**src/rtl/mem_responder.sv**
```systemverilog
// Byte-wide memory responder: arbitrates a read-only fetch port and a read/write
// data port onto one synchronous RAM, returning one byte per cycle per grant.
module mem_responder #(
    parameter int ADDR_W    = 17,
    parameter int MAX_BURST = 8
) (
    input  logic              clk,
    input  logic              rst,
    input  logic              inst_req_en,
    input  logic [ADDR_W-1:0] inst_req_addr,
    output logic              inst_resp_en,
    output logic [7:0]        inst_resp_data,
    input  logic              data_req_en,
    input  logic              data_req_wr,
    input  logic [ADDR_W-1:0] data_req_addr,
    input  logic [7:0]        data_req_wdata,
    output logic              data_resp_en,
    output logic [7:0]        data_resp_data,
    input  logic              flush,
    output logic [ADDR_W-1:0] ram_a,
    output logic              ram_wr,
    output logic [7:0]        ram_dout,
    input  logic [7:0]        ram_din
);

    typedef enum logic [1:0] {
        OWN_IDLE = 2'd0,
        OWN_INST = 2'd1,
        OWN_DATA = 2'd2
    } owner_t;

    localparam int              CNT_W   = (MAX_BURST > 1) ? $clog2(MAX_BURST) : 1;
    localparam logic [CNT_W-1:0] CNT_MAX = CNT_W'(MAX_BURST - 1);

    owner_t           owner;
    owner_t           grant;
    logic [CNT_W-1:0] burst_cnt;
    logic             owner_req;
    logic             other_req;
    logic             limit_hit;

    // The current owner keeps the RAM unless it has used up its burst while the
    // other port waits; with no owner claim, data beats fetch.
    always_comb begin
        owner_req = 1'b0;
        other_req = 1'b0;
        case (owner)
            OWN_INST: begin
                owner_req = inst_req_en;
                other_req = data_req_en;
            end
            OWN_DATA: begin
                owner_req = data_req_en;
                other_req = inst_req_en;
            end
            default: ;
        endcase
        limit_hit = other_req && (burst_cnt == CNT_MAX);

        grant = OWN_IDLE;
        if (owner_req && limit_hit)
            grant = (owner == OWN_INST) ? OWN_DATA : OWN_INST;
        else if (owner_req)
            grant = owner;
        else if (data_req_en)
            grant = OWN_DATA;
        else if (inst_req_en)
            grant = OWN_INST;
    end

    // RAM is quiet while reset is held, regardless of what the requesters present.
    always_comb begin
        ram_a    = '0;
        ram_wr   = 1'b0;
        ram_dout = '0;
        if (rst) begin
            case (grant)
                OWN_INST: ram_a = inst_req_addr;
                OWN_DATA: begin
                    ram_a    = data_req_addr;
                    ram_wr   = data_req_wr;
                    ram_dout = data_req_wr ? data_req_wdata : 8'h00;
                end
                default: ;
            endcase
        end
    end

    always_ff @(posedge clk or negedge rst) begin
        if (!rst) begin
            owner        <= OWN_IDLE;
            burst_cnt    <= '0;
            inst_resp_en <= 1'b0;
            data_resp_en <= 1'b0;
        end else begin
            owner <= grant;
            if (grant != OWN_IDLE && grant == owner) begin
                if (burst_cnt != CNT_MAX)
                    burst_cnt <= burst_cnt + CNT_W'(1);
            end else begin
                burst_cnt <= '0;
            end
            inst_resp_en <= (grant == OWN_INST) && !flush;
            data_resp_en <= (grant == OWN_DATA);
        end
    end

    // The RAM's registered read data lines up with the registered valids.
    assign inst_resp_data = ram_din;
    assign data_resp_data = ram_din;

endmodule

```
**config.mk**
```make
export PLATFORM = sky130hd
export DESIGN_NAME = mem_responder
export DESIGN_NICKNAME = d
export VERILOG_FILES = /design/src/rtl/mem_responder.sv
export SDC_FILE = /design/constraint.sdc
export NUM_CORES = 1
export LEC_CHECK = 0
export CAP_MARGIN = 0
export CORE_MARGIN = 2
export CORE_UTILIZATION = 24
export DETAILED_ROUTE_END_ITERATION = 16
export PLACE_DENSITY = 0.88
export SYNTH_ARGS = -nofsm -noshare
export SYNTH_HDL_FRONTEND = slang
export SYNTH_SLANG_ARGS = --single-unit
```
**constraint.sdc**
```tcl
create_clock -name clk -period 2.4 [get_ports clk]
set_clock_uncertainty 0.15 [all_clocks]
set_input_delay 0.24 -clock clk [delete_from_list [all_inputs] [get_ports clk]]
set_output_delay 0.24 -clock clk [all_outputs]
set_load 0.05 [all_outputs]
```
Figure 1. The metal 2 layer.
The bar under the picture is 20 um long.
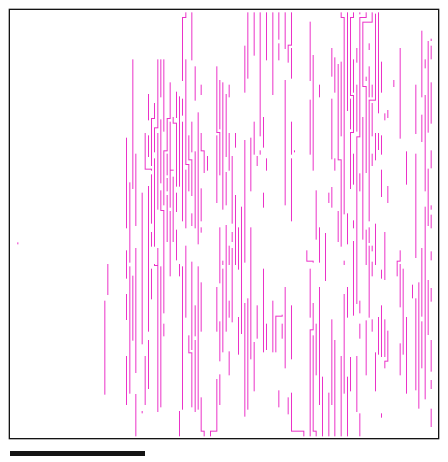
share of all routed wire	52%
main direction	vertical
nets with wire on the layer	211
total number of vias: 1063
GR met2 Demand/Resource: 0.358
Total Wirelength: 4.03 mm

Figure 2. Placed standard cells.
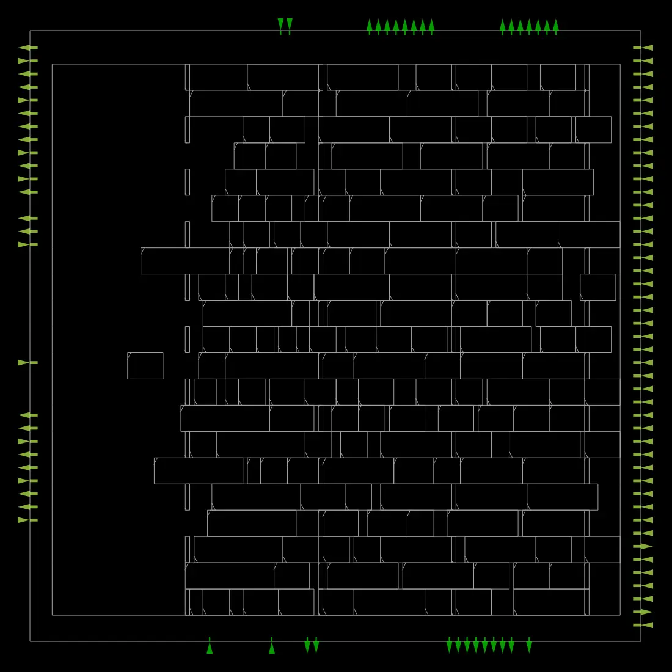
Tap Cells: 46
total of fill cells in the finished design: 243

Figure 3. Routed metal, one color a layer.
Only two layers are drawn.
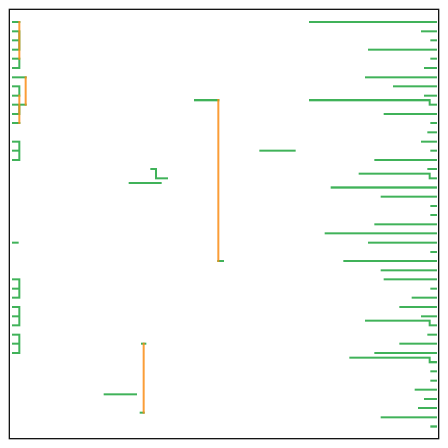
layer	color	wire length
met3	green	329 um
met4	orange	47.6 um

Figure 4. Register map, names as in the netlist.
Other sequential cells in the stronger gray, the rest of the logic in the fainter gray.
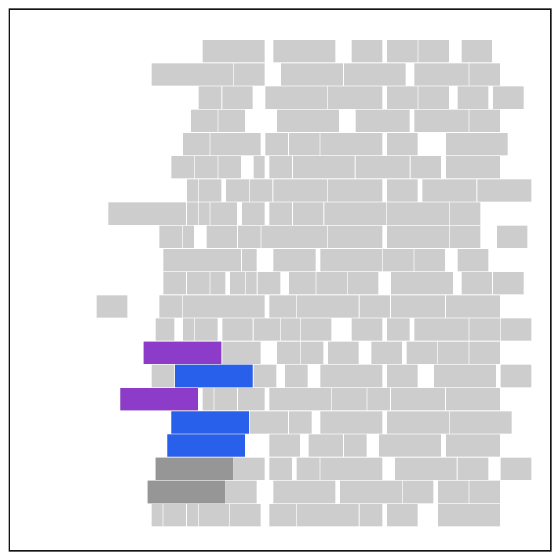
name in the netlist	color	placed flops
`owner`	purple	2
`burst_cnt`	blue	3

==> design notes <==
The run finished, with violations left. The checks that failed: negative setup slack. The floorplan has 21 rows.

The floorplan step defined a core boundary enclosing 3360 um^2. The worst setup slack after layout was -399 ps; the layout cell share with drive strength beyond 1 was 0.529. Routability-driven placement finished with a final weighted congestion of 0.903. The run gives 1 for the count of H-tree levels built during CTS. The floorplan step set the die width to 63.3 um. The count of library flops with an enable pin was 0; the largest driver fanout on the critical path was 17.

The mapped netlist covers 845 um^2. Of all cell types, the one taking the most synthesized area is dfrtp_1. The worst setup path is launched from a register. The register bit total from synthesis was 7; the register share after synthesis was 0.207. The tools report the highest ir drop seen on vdd as 223 uV. In this design, the largest share of critical-path delay is due to AND-OR/OR-AND gates.

After detailed routing, the average wire length per cell comes to 18.5 um. Per the Yosys statistics, synthesis produced 93 cells. The fraction of post-synthesis cell area in the top cell type by area was 0.207.

Setup violations remaining at the end of the flow were counted as 26. For the number of nets at floorplan, the log shows 153. For this run, the detailed router's first-pass iteration total came to 4. In this run the power density over the cells is 353 nW/um^2.

Measured along the y axis, the die boundary spans 63.3 um. After synthesis, the cell types taking the most area are dfrtp_1 (21%), a22o_1 (18%), buf_4 (14%). The placement report lists the number of port buffers as 75. Per the CTS log, the root buffer master is clkbuf_4. Max-cap violations in this run came to 0. The type of the worst setup path was reg2out. Listed in order, past its start point the critical path passes buf_4 > ha_4 > nor2b_2 > o311ai_4 > a21o_2 > and3b_2 > buf_12 > a22o_4 > buf_12. STA classifies the critical path endpoint as a primary output. TritonCTS built the clock tree. The run gives 0.251 as the initial core utilization.

The tools report the area enclosed by the die boundary as 4010 um^2. Detailed-route DRC error count: 0. Per the run report, area growth between synthesis and finish was 161%. The number of DRC markers after the initial detailed-route iteration is 36.
## logic make-up (layout without fill, tap and decap cells)
logic type | after synthesis | count (layout) | synth area share
compound gates | 30 | 30 | 0.304
flops | 7 | 7 | 0.207
mux | 2 | 2 | 0.0237
simple gates | 25 | 25 | 0.188
buf+inv | 24 | 103 | 0.207
xor+xnor | 1 | 1 | 0.0104
fa+ha+maj | 4 | 4 | 0.0593
## registers in the layout (all words and copies together), names as in the netlist
register      flops
burst_cnt         3
owner             2
data_resp_en      1
inst_resp_en      1
## worst register-to-register path: stages (launching register included)
cell	delay, ps
dfrtp_1	430
ha_4	330
nand4b_1	180
o311ai_4	150
a21o_2	240
buf_4	130
buf_4	140
a221oi_4	260
nor2_1	80
## through the flow
step                       util  hold WS [ps]  std cells
after floorplan               -          -206         93
after global placement    0.618           331        207
after detailed placement  0.618           331        207
after CTS                 0.639           190        214
after global routing      0.656           206        218
final                     0.656           189        218
## layout make-up
type,count,area (um^2),area share
well taps,46,57.6,0.0261
repair buffers,96,1190,0.541
clock buffers,4,26.3,0.0119
inverters,3,11.3,0.00510
flip-flops and latches,7,175,0.0794
multi-input cells,62,743,0.337
## layout by cell type, fill, tap and decap left out, types with 3 or more instances in the layout
master / n
nor2_1: 5
and3_2: 6
buf_4: 19
buf_12: 28
dfrtp_1: 7
clkdlybuf4s50_1: 49
clkbuf_4: 3
inv_2: 3
a22o_4: 17
## timing repair
item | in CTS | in global routing
hold buffers | 0 | 0
endpoints found under the setup margin | 26 | 29
hold endpoints to repair | 0 | 0
gates resized | 4 | 4
setup buffers | 3 | 5
pin swaps | 1 | 5
## where the power goes
| part | switching, mW | leakage (nW) | internal (mW) |
|---|---|---|---|
| Clock | 0.0443 | 0.0150 | 0.0635 |
| Combinational | 0.244 | 0.851 | 0.289 |
| Sequential | 0.00873 | 0.0915 | 0.130 |
## routing by layer
layer,global-route usage,vias up,share of wire
li1,-,497,-
met5,0,-,0
met1,0.217,498,0.39
met4,0.0707,0,0.012
met2,0.358,58,0.52
met3,0.0482,10,0.081
## path summary, 6_finish.rpt
path	from	to	slack (ps)
worst min-delay path	rst	burst_cnt[0]	190
max in group asynchronous	rst	burst_cnt[1]	1780
worst max-delay path	owner[0]	ram_a[8]	-400
worst max register to register	owner[1]	burst_cnt[1]	170
worst min register to register	burst_cnt[0]	burst_cnt[0]	400
min in group clk	ram_din[1]	inst_resp_data[1]	330
Power and IR drop assume default switching activity.
